### Wires at chosen ports, followed through buffers, run 1

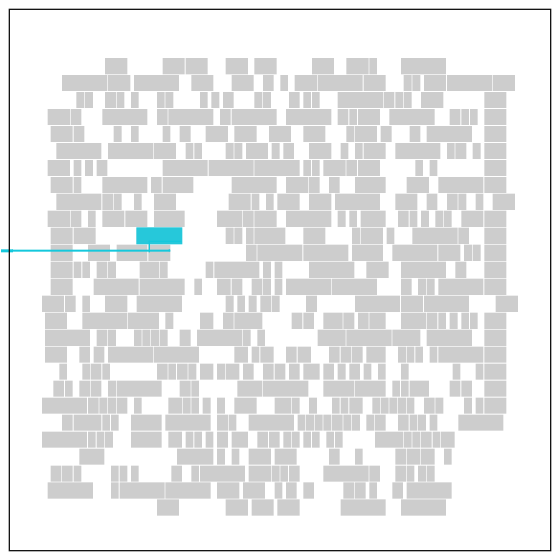
### Signal wires by layer, run 1

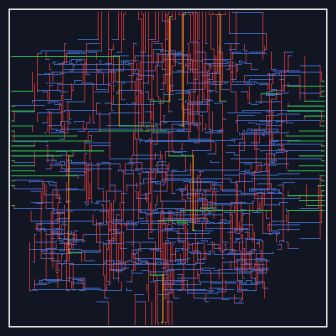
### Gate-type map, run 1

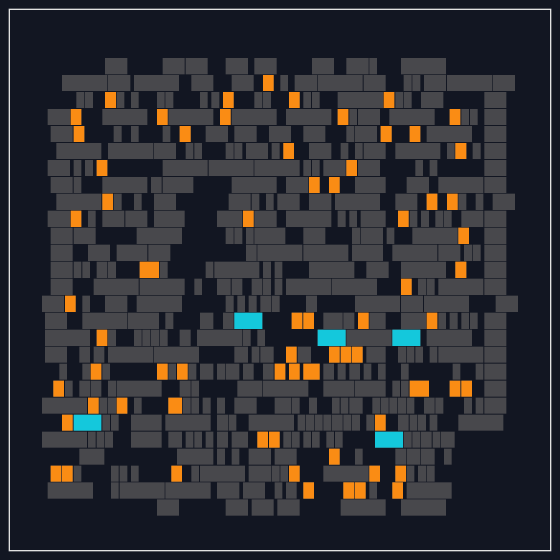
==> config.mk <==
export PLATFORM = sky130hd
export DESIGN_NAME = weight_load_sched
export DESIGN_NICKNAME = d
export VERILOG_FILES = /design/src/rtl/wl_pkg.sv /design/src/rtl/weight_skew_gen.sv /design/src/rtl/weight_load_sched.sv
export SDC_FILE = /design/constraint.sdc
export NUM_CORES = 1
export LEC_CHECK = 0
export ABC_AREA = 1
export CAP_MARGIN = 0
export CORE_MARGIN = 5
export CORE_UTILIZATION = 45
export DETAILED_ROUTE_END_ITERATION = 6
export GPL_TIMING_DRIVEN = 0
export HOLD_SLACK_MARGIN = 0.02
export PLACE_DENSITY = 0.76
export SYNTH_ARGS = -nofsm -noshare
export SYNTH_HDL_FRONTEND = slang
export SYNTH_HIERARCHICAL = 1
export SYNTH_SLANG_ARGS = --single-unit
export TNS_END_PERCENT = 50
==> constraint.sdc <==
create_clock -name clk_i -period 2.4 [get_ports clk_i]
set_input_delay 0.24 -clock clk_i [delete_from_list [all_inputs] [get_ports clk_i]]
set_output_delay 0.24 -clock clk_i [all_outputs]
set_load 0.01 [all_outputs]
==> results.toml, run 1 <==
# implementation run metrics
[yosys]
netlist_top_cells_area = "dfxtp_1 (48%), nor2_1 (12%), o21ai_0 (8.4%)"
aoi_share_pct = 13.3
synth_warnings = 6
synthCells = 357
largest_area_cell = "dfxtp_1"
syn_area_per_cell_sq_um = 7.38
top_area_share_pct = 47.9
ys_sh_mux_pct = 0
async_flop_share_pct = 0
fp_nets = 407
adder_share_pct = 2.38
synth_cell_type_count = 28
ys_chip_area_sq_mm = 0.00263
ys_cells = 357
edf_count = 0
logic_family = "simple AND/OR/NAND/NOR gates"
ys_seq_share_pct = 47.9
top_cells_by_count = "nor2_1 (87), dfxtp_1 (63), o21ai_0 (44)"
simple_gate_area_share_pct = 27.6
ys.flops = 63
most_common_cell = "nor2_1"
syn_area_sq_mm = 0.00263
ff_type = "dfxtp_1"
ys_sh_xor_pct = 0.665

[global_routing]
first_global_vias = 2516
grt_busiest_layer = "met2"
grt-ovfl-total = 0
grtUsageMet1_pct = 22.4
met3_usage_pct = 5.04
grt_pass1_wl_mm = 11.0
grt_max_degree = 11
antenna_found_initial = 0

[cells_and_area]
n_all_buffers = 100
combGateArea_sq_mm = 0.00116
sh_seq_area_pct = 33.4
clk_share_pct = 4.67
layout.nets = 506
buf_share_pct = 25.2
fillers = 548
nClkBuffers = 13
largest_cell_class = "sequential cells"
area_delta_synth_final_pct = 43.6
fin_area_sq_mm = 0.00378
drive_gt1_share_pct = 6.94
largest_reg_flops = 32
seq_area_sq_mm = 0.00126
final_util_pct = 67.4
inv_count = 38

[routing]
route.met2.wl_mm = 3.04
routed.top_layer = "met4"
drtIter0Drc = 103
via_per_inst = 4.78
wl_met1_mm = 2.85
dr.pass1.iters = 4
ant_nets = 0
wl_met3_um = 396

[floorplan]
fp.dieH_um = 86.5
taps = 72
die_area_sq_mm = 0.00748
fp_util_pct = 47.0
design.core.area_sq_mm = 0.00561
rows = 27
die_w_um = 86.5

[min_path]
hold_depth = 2
hp-class = "reg2reg"

[sta]
fmax_mhz = 477
setup_viol = 0
finalWorstSetupSlack_ns = 0.303
fin_crit_ns = 2.10
timing.slew.headroom_pct = 62.5
grt_setup_unrepaired = "false"
hold_viol_final = 0
setup_tns_ns = 0
drv_slew = 0
final.period_utilization_pct = 87.4
hold_slack_ns = 0.453

[critical_path]
worst_ep_required_time_ns = 2.61
crit_type = "reg2reg"
cp.depth = 14
max_stage_delay_ns = 0.35
path_cells = "ha_1, inv_1, nand2_1, nand2_1, inv_1, ha_1, xor2_1, o21ai_0, a21oi_2, nand3_1, nand2_2, nand3_1, nand2_1, nor2_2"
startpoint_type = "flop"
worst-path-buf-inv = 2
r2r_cells = 14
crit_family = "simple AND/OR/NAND/NOR gates"
worst_path_most_repeated_cell = "nand2_1"
critPathSlowestCell = "dfxtp_1"
crit_path_end_kind = "flop"
path_max_fanout = 5
rrSetupSlack_ns = 0.30
cp.arrival_ns = 2.31

[clock_network]
cts-root-buf = "clkbuf_8"
post-cts-setup-buffers = 0
h-tree-depth = 3
clock_sinks = 63
cts_tree = "built"
cts_buffers = 9
ctsHoldBuffers = 0
clk_latency_ns = 0.32
cts_resized = 0
clk_pin_slew_ns = 0.07

[pwr]
pg_seq_uw = 1140
p_comb_share_pct = 17.8
pg_clk_uw = 807
p_int_uw = 1750
total_power_uw = 2360
power.density_mw_per_mm2 = 625
powerComb_uw = 420
p_sw_share_pct = 26.1
maxPowerGroup = "sequential cells"
leakagePower_uw = 0.00150
power.share.sequential_pct = 48.1
p_switching_uw = 618
p_clk_share_pct = 34.1

[flow_run]
drv_cap = 0
tool_warnings = 26

[placement]
placedCellCount = 517
finalWeightedCongestion = 0.768
dpl-instance-area_sq_mm = 0.00360
dp_slack_ns = 0.331

[run_status]
outcome = "complete, no violations"
## Picture notes: 'Wires at chosen ports, followed through buffers'
[busy_o] cyan | bits: 1 | direction: output | end cells: 1 | buffers: 1 | wire: 32.0 um
# IOs: 89
port bufs: 88

## Picture notes: 'Signal wires by layer'
[met2] red | wire length: 3,040 um
[met3] green | wire length: 397 um
[met4] orange | wire length: 156 um
[met1] blue | wire length: 2,860 um
via count: 2,550
total track usage: 18.2%
final WL: 6.45 mm
mean routed wirelength per cell: 12.1 um

## Picture notes: 'Gate-type map'
[inverting AOI/OAI gates] orange | cells: 68 | most used: o21ai_0 | where: all over the die
[adder and majority cells] cyan | cells: 5 | most used: ha_1
Non-Filler Instances: 533
dominant logic cell type in the layout: clkdlybuf4s50_1
combinational share of cell area: 30.6%

## Run 2: what changed since run 1
CORE_MARGIN = 1.5   (was 5)
### Wires at chosen ports, followed through buffers, run 2

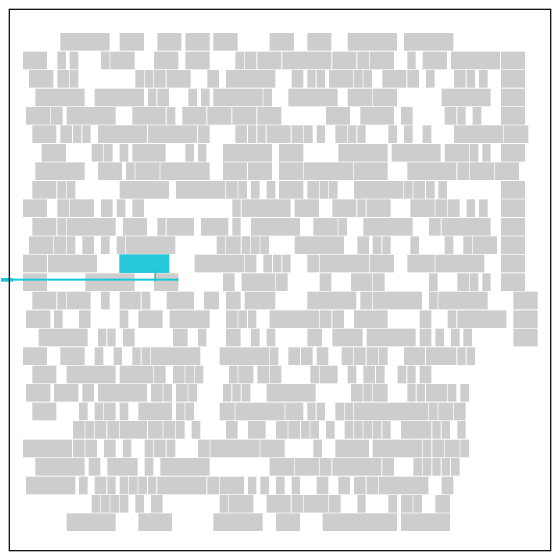
[busy_o] cyan | bits: 1 | direction: output | end cells: 1 | buffers: 1 | wire: 27.9 um

==> run 2 against run 1 <==
Net effect:
- register-to-register slack better by 0.05 ns
- clock power up 23%
- fmax up 2.5%
- synthesized cell count unchanged
- critical path type unchanged
- critical endpoint unchanged
==> results.toml, run 2 <==
# implementation run metrics
[floorplan]
pin_count = 89
rows = 27
design.core.area_sq_mm = 0.00557
fp.dieH_um = 79.5
die_w_um = 79.5
die_area_sq_mm = 0.00632

[yosys]
ff_type = "dfxtp_1"
ys.flops = 63
simple_gate_area_share_pct = 27.6
ys_chip_area_sq_mm = 0.00263
largest_area_cell = "dfxtp_1"
edf_count = 0
adder_share_pct = 2.38
aoi_share_pct = 13.3
top_cells_by_count = "nor2_1 (87), dfxtp_1 (63), o21ai_0 (44)"
ys_seq_share_pct = 47.9
ys_sh_mux_pct = 0
async_flop_share_pct = 0
logic_family = "simple AND/OR/NAND/NOR gates"
fp_nets = 407
synth_cell_type_count = 28

[pwr]
maxPowerGroup = "sequential cells"
pg_seq_uw = 1140
p_comb_share_pct = 16.4
total_power_uw = 2550
power.density_mw_per_mm2 = 668
p_clk_share_pct = 39.0
p_int_uw = 1920
leakagePower_uw = 0.00152
power.share.sequential_pct = 44.6
p_switching_uw = 628

[clock_network]
h-tree-depth = 3
cts-root-buf = "clkbuf_8"
cts_tree = "built"
clock_sinks = 63
cts_resized = 0
clk_latency_ns = 0.34

[cells_and_area]
layout.nets = 506
fin_area_sq_mm = 0.00382
fillers = 500
final_util_pct = 68.5
inv_count = 38
clk_share_pct = 5.54
buf_share_pct = 25.0
sh_seq_area_pct = 33.0
drive_gt1_share_pct = 6.96
largest_reg_flops = 32
seq_area_sq_mm = 0.00126
fin_cells = 532
comb_share_pct = 30.3

[critical_path]
cp.arrival_ns = 2.32
path_cells = "ha_1, inv_1, nand2_1, nand2_1, inv_1, ha_1, xor2_1, o21ai_0, a21oi_2, nand3_1, nand2_2, nand2_2, nand2_1, nand2_1, nor2_2"
max_stage_delay_ns = 0.35
r2r_cells = 15
worst_path_most_repeated_cell = "nand2_1"
crit_path_end_kind = "flop"
rrSetupSlack_ns = 0.35
worst_ep_required_time_ns = 2.68
cp.depth = 15
critPathSlowestCell = "dfxtp_1"
crit_type = "reg2reg"

[sta]
setup_viol = 0
final.period_utilization_pct = 85.2
fin_crit_ns = 2.05
fmax_mhz = 489
grt_setup_unrepaired = "false"
timing.slew.headroom_pct = 63.4
hold_slack_ns = 0.455
finalWorstSetupSlack_ns = 0.354
setup_tns_ns = 0
drv_slew = 0

[routing]
ant_nets = 0
wl_met3_um = 387
routed.top_layer = "met4"
drtIter0Drc = 115
drt_wl_total_mm = 6.18
wl_per_cell_um = 11.6

[global_routing]
grt-ovfl-total = 0
grt_busiest_layer = "met2"
grt_pass1_wl_mm = 10.1
grtUsageMet1_pct = 24.5
first_global_vias = 2303
antenna_found_initial = 0

[flow_run]
tool_warnings = 26

[placement]
placedCellCount = 517
finalWeightedCongestion = 0.785
port_buffers = 88

[run_status]
outcome = "complete, no violations"
### Signal wires by layer, run 2

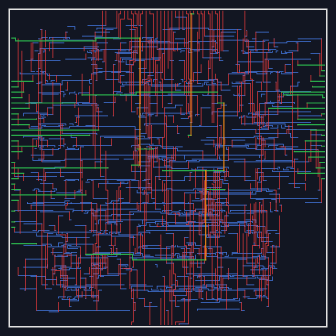
[met2] red | wire length: 2,880 um
[met4] orange | wire length: 102 um
[met1] blue | wire length: 2,810 um
[met3] green | wire length: 387 um
via count: 2,523
total track usage: 20.5%

Power is estimated from default activity; no workload was simulated.
